File: src/rtl/fetch_queue.sv
// fetch_queue: instruction-fetch front end with in-order response FIFO and redirect flush
// Ports:
//   clk, reset (async, active-low)
//   imem_req_valid/ready/addr   fetch request channel (addr word aligned)
//   imem_rsp_valid/data         in-order responses, no backpressure
//   redirect_valid/pc           taken-branch flush and refetch
//   out_valid/ready/pc/instr    head of the fetched-instruction FIFO toward IF/ID
//   occupancy                   entries currently held in the FIFO
module fetch_queue #(
    parameter int ADDR_W = 64,
    parameter int INSTR_W = 32,
    parameter int DEPTH = 4,
    parameter logic [ADDR_W-1:0] RESET_PC = '0
) (
    input  logic                       clk,
    input  logic                       reset,
    output logic                       imem_req_valid,
    input  logic                       imem_req_ready,
    output logic [ADDR_W-1:0]          imem_req_addr,
    input  logic                       imem_rsp_valid,
    input  logic [INSTR_W-1:0]         imem_rsp_data,
    input  logic                       redirect_valid,
    input  logic [ADDR_W-1:0]          redirect_pc,
    output logic                       out_valid,
    input  logic                       out_ready,
    output logic [ADDR_W-1:0]          out_pc,
    output logic [INSTR_W-1:0]         out_instr,
    output logic [$clog2(DEPTH+1)-1:0] occupancy
);
    localparam int AW = $clog2(DEPTH);
    localparam int CW = $clog2(DEPTH+1);

    logic [ADDR_W-1:0]  fetch_pc;
    logic [CW-1:0]      inflight, discard, inflight_next, occ_next, discard_next;
    logic [CW:0]        total_next;
    logic [AW-1:0]      tag_wr, tag_rd, wr, rd;
    logic [ADDR_W-1:0]  tag_mem [DEPTH];
    logic [ADDR_W-1:0]  mem_pc [DEPTH];
    logic [INSTR_W-1:0] mem_instr [DEPTH];
    logic               fire, rsp, drop, push, pop, req_next;

    assign imem_req_addr = fetch_pc;
    assign out_valid = |occupancy;
    assign out_pc = out_valid ? mem_pc[rd] : '0;
    assign out_instr = out_valid ? mem_instr[rd] : '0;

    always_comb begin
        fire = imem_req_valid & imem_req_ready;
        // A response with nothing outstanding is a protocol error and is ignored
        rsp = imem_rsp_valid & (|inflight);
        drop = rsp & (redirect_valid | (|discard));
        push = rsp & ~drop;
        pop = out_valid & out_ready;
        inflight_next = inflight + CW'(fire) - CW'(rsp);
        occ_next = redirect_valid ? '0 : occupancy + CW'(push) - CW'(pop);
        // On redirect every request still outstanding afterwards is wrong-path;
        // earlier discards are already part of that outstanding count
        discard_next = redirect_valid ? inflight_next : discard - CW'(rsp & (|discard));
        total_next = {1'b0, occ_next} + {1'b0, inflight_next};
        // Registering the credit test on next-state counts equals testing the
        // current counts next cycle, while letting reset force valid low
        req_next = total_next < (CW+1)'(DEPTH);
    end

    always_ff @(posedge clk or negedge reset) begin
        if (!reset) begin
            fetch_pc <= RESET_PC;
            imem_req_valid <= 1'b0;
            inflight <= '0;
            discard <= '0;
            occupancy <= '0;
            tag_wr <= '0;
            tag_rd <= '0;
            wr <= '0;
            rd <= '0;
        end else begin
            fetch_pc <= redirect_valid ? (redirect_pc & ~ADDR_W'(3)) : fire ? fetch_pc + ADDR_W'(4) : fetch_pc;
            imem_req_valid <= req_next;
            inflight <= inflight_next;
            discard <= discard_next;
            occupancy <= occ_next;
            tag_wr <= tag_wr + AW'(fire);
            tag_rd <= tag_rd + AW'(rsp);
            wr <= wr + AW'(push);
            rd <= redirect_valid ? wr : rd + AW'(pop);
        end
    end

    // Storage needs no reset: pointers and counts decide what is visible
    always_ff @(posedge clk) begin
        if (fire) tag_mem[tag_wr] <= fetch_pc;
        if (push) begin
            mem_pc[wr] <= tag_mem[tag_rd];
            mem_instr[wr] <= imem_rsp_data;
        end
    end

    assert property (@(posedge clk) disable iff (!reset) imem_rsp_valid |-> |inflight);
endmodule

File: config.mk
export PLATFORM = sky130hd
export DESIGN_NAME = fetch_queue
export DESIGN_NICKNAME = d
export VERILOG_FILES = /design/src/rtl/fetch_queue.sv
export SDC_FILE = /design/constraint.sdc
export NUM_CORES = 1
export LEC_CHECK = 0
export CORE_AREA = 10 10 227 229
export CTS_CLUSTER_DIAMETER = 50
export DETAILED_ROUTE_END_ITERATION = 8
export DIE_AREA = 0 0 237 239
export PLACE_DENSITY = 0.83
export SLEW_MARGIN = 20
export SYNTH_ARGS = -nofsm -noshare
export SYNTH_HDL_FRONTEND = slang
export SYNTH_SLANG_ARGS = --single-unit
File: constraint.sdc
create_clock -name clk -period 16.4 [get_ports clk]
set_clock_uncertainty 0.15 [all_clocks]
set_input_delay 3.28 -clock clk [delete_from_list [all_inputs] [get_ports clk]]
set_output_delay 3.28 -clock clk [all_outputs]
set_load 0.05 [all_outputs]
Fig. 1: the metal 1 layer
Supply wires on this layer in grey.
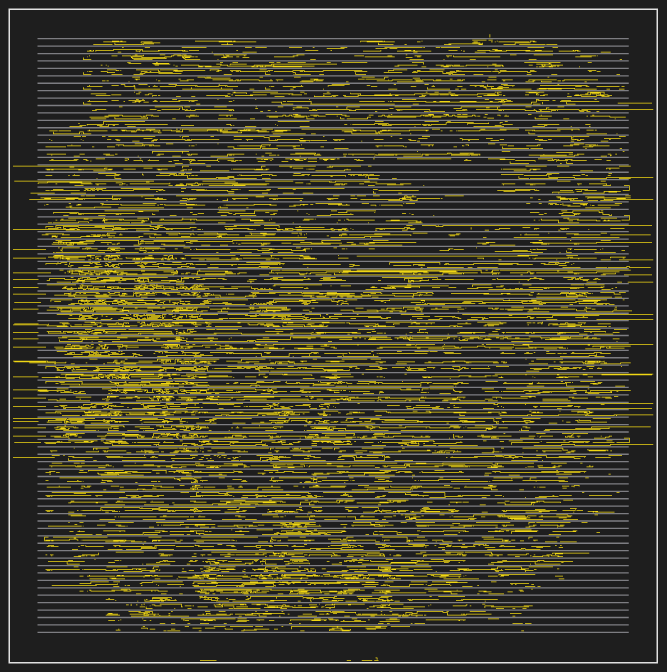
longest straight run: 76.6 µm
wire length on this layer: 25.1 mm
nets with wire on the layer: 1,768

Fig. 2: the metal 4 layer
The bar under the picture is 50 µm long. Supply wires on this layer in grey. Cells faint in the background.
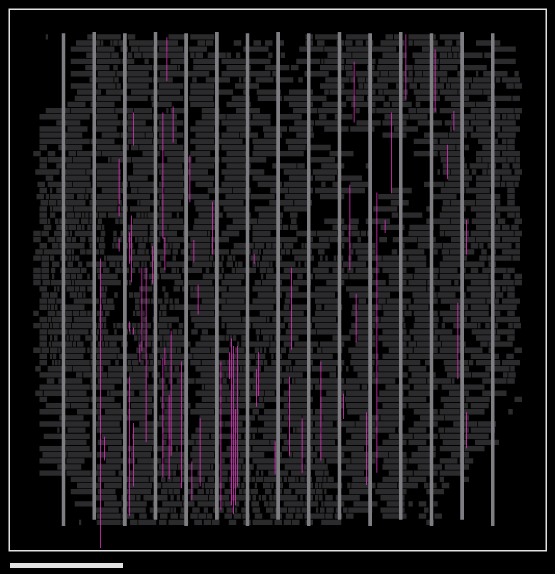
main direction: vertical
share of all routed wire: 2.8%
wire length on this layer: 1,840 µm
via count: 15,400
total wirelength of the detailed-routed design: 66.0 mm

Fig. 3: routing congestion
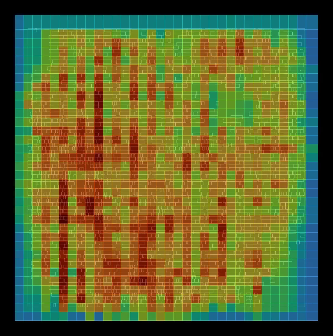
GRT Overall Usage: 23.4%
met3 demand-to-capacity share in global routing: 5.69%
Most Crowded Layer GR: met2

Fig. 4: cell area per tile
The die is cut into 24 by 24 equal tiles; white is low, dark blue is high, 0 to 100% covered.
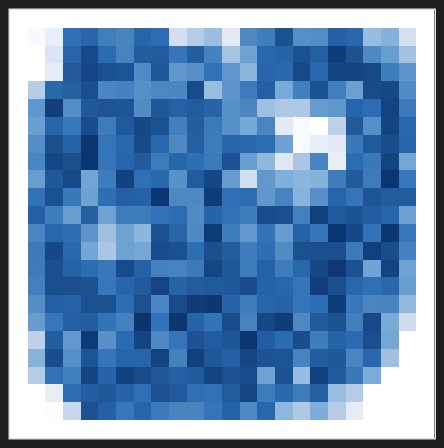
mean over tiles: 58%
emptiest ninth of the die: south-east
nearly empty tiles: 19%
area of the core: 0.0471 mm²
Initial Util: 59.3%
utilization after layout: 71.0%

Fig. 5: placed cells, one colour a class
The bar under the picture is 50 µm long. Fill, decap, tap and diode cells in grey.
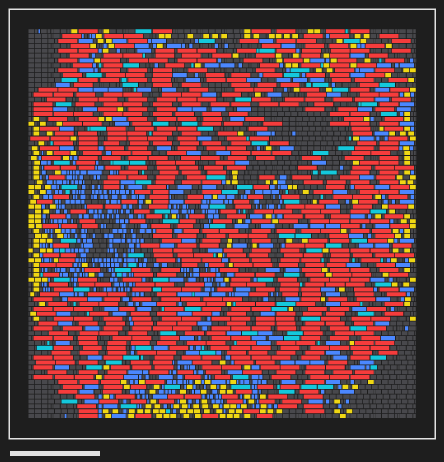
| colour | class | cells |
|---|---|---|
| cyan | clock drivers and dummy loads | 126 |
| yellow | remaining buffers and delay cells | 282 |
| blue | combinational and other logic | 709 |
| red | sequential cells | 704 |
row count: 80
share of the final layout cell area in sequential cells: 62.0%
cell area after layout: 0.0335 mm²

==> results.txt <==
Notes on the flow run.

- The run finished with clean final reports.
- The critical path capture point type is an output port, for reference.
- The number of warnings reported in the yosys synthesis log is 0, for reference.
- The worst path in the final design needs a cycle of 7.15 ns, including I/O delays and setup.
- The transition time recorded at the tightest slew-check pin is approximately 1.0 ns.
- The commonest non-fill, non-tap cell in the layout is sky130_fd_sc_hd__edfxtp_1, for reference.
- Signal routing reaches up to met5.
- The worst setup path is launched from a flop.
- The largest combinational cell category by area is multiplexers, for reference.
- CTS placed an instance of sky130_fd_sc_hd__clkbuf_16 at the clock tree root.
- Per the OpenROAD power report, leakage power amounts to 10.9 nW.
- The wire length on met1 is approximately 25 mm, for reference.
- Per Yosys stat, the portion of area used by sequential elements is between 70% and 80%.
- The script extracted a net switching power of ~2.1 mW.
- The classification of the worst-slack hold path is reg -> reg, for reference.
- The routed wirelength normalized by instance count is around 27 µm, for reference.
- The cell-mix breakdown from Yosys lists the compound-gate area share as ~1.9%.
- The detailed placer's ending HPWL is 40.6 mm, for reference.
- After filler insertion, the fill cell instance count of the layout stands at ~2,800.
- Hold repair after CTS inserted 0 buffers.
- Setup repair after global routing left no endpoint under its margin.
- The post-detailed-route via-to-cell ratio is 6.32, for reference.
- The startpoint of the worst hold path is imem_req_addr[41], for reference.
- The analysis reports a worst IR drop on VDD of ~170 µV.
- For flop-to-flop paths, the worst setup slack is about 12 ns.
- Per the breakdown, switching nets consume 34.7% of all power.
- The synth_stat.txt file lists the number of cells as roughly 1,500.
- The share of flip-flops with an asynchronous set or reset is a little under an eighth, for reference.
- The arrival time at the worst endpoint is 3.72 ns, for reference.
- The largest net degree at the start of global routing is 65, for reference.
- The number of buffers and inverters on the critical path is 2, for reference.
- The fraction of synthesized area in multiplexers is between 10% and 20%, for reference.
- After synthesis, the chip area reported by Yosys is between 0.02 and 0.03 mm².
- In this run the post-CTS setup repair buffer count came out at 0.
- The multi-input combinational cells in the finished layout cover a total of approximately 0.0069 mm².
- The setup-violating endpoint count in the final report is 0, for reference.
- Per the post-synthesis report, the number of cells in the design is 1,484.
- The relative slew slack is roughly a third, for reference.
- The layout overhead on the synthesized area is 19.7%, for reference.
- The end of the worst register-to-register path is imem_req_valid, for reference.
- Following the worst setup path forward leads to its endpoint at out_pc[44].
- The logic depth of the worst path, buffers included is 4, for reference.
- The most common cell in the synthesized netlist is sky130_fd_sc_hd__edfxtp_1.
- The power density over cell area is between 150 and 200 mW/mm², for reference.
- In the layout the commonest cells are 624 x sky130_fd_sc_hd__edfxtp_1, 258 x sky130_fd_sc_hd__clkdlybuf4s50_1, 156 x sky130_fd_sc_hd__mux4_2.
- The power report attributes to the combinational group a share of around a third.
- The floorplan report gives the top-level pin count as ~270.
- The tally of OpenROAD warnings is 28, for reference.
- Per the TritonCTS log, the buffer count is ~70.
- The post-synth tally of flip-flops with integrated enable is roughly 620, for reference.
- The number of global-route vias before repair was approximately 16,000.
- The largest single stage delay on the critical path is slightly below 0.9 ns.
==> routing by layer <==
metal / GRT usage (%) / up-vias
met5: 0 / -
met4: 8.34 / 2
met3: 5.69 / 129
met2: 37.9 / 822
met1: 30.7 / 7920
li1: - / 6529
==> cells by family (layout without fill, tap and decap cells) <==
kind of cell,count (synthesis),in the layout
buffers and inverters,90,424
and+or+nand+nor,379,379
DFF,704,704
other,1,5
muxes,163,163
adders and majority gates,13,13
xor gates and xnor gates,48,48
AOI/OAI and AO/OA,86,86
==> per-stage QoR <==
stage               cell area, µm²  utilization [%]  worst slack (ns)  hold WS (ns)  std cells
global route                 33500             71.0              9.05         0.383       2436
detailed placement           31300             66.3              9.53         0.379       2310
CTS                          33500             71.0              9.16         0.384       2436
global placement             31300             66.3              9.54         0.382       2310
finish                       33500             71.0              9.25         0.394       2437
floorplan                    28000                -              4.66         0.327       1487
==> how the worst min path moves through the flow <==
stage,to,slack [ns],depth (start not counted)
global route,tag_mem[0][41],0.38,0
CTS,tag_mem[0][41],0.38,0
global placement,tag_mem[0][41],0.38,0
detailed placement,tag_mem[0][41],0.38,0
finish,tag_mem[0][41],0.39,0
floorplan,tag_rd[0],0.33,1
==> power by group through the flow <==
stage,Clock [mW],Sequential (mW),Combinational (mW)
finish,1.55,2.41,2.07
global route,1.65,2.43,2.19
CTS,1.57,2.42,2.10
detailed placement,0,2.45,2.09
global placement,0,2.43,2.06
floorplan,0,2.42,1.42
==> cell type report <==
class	count	share of cell area (%)
inverter	16	0.179
clock inverter	35	0.919
antenna	1	0.00747
timing repair buffer	282	8.25
sequential	704	62.0
clock buffer	91	5.72
multi-input combinational	693	20.7
tap	615	2.30
Power is estimated from default activity; no workload was simulated.
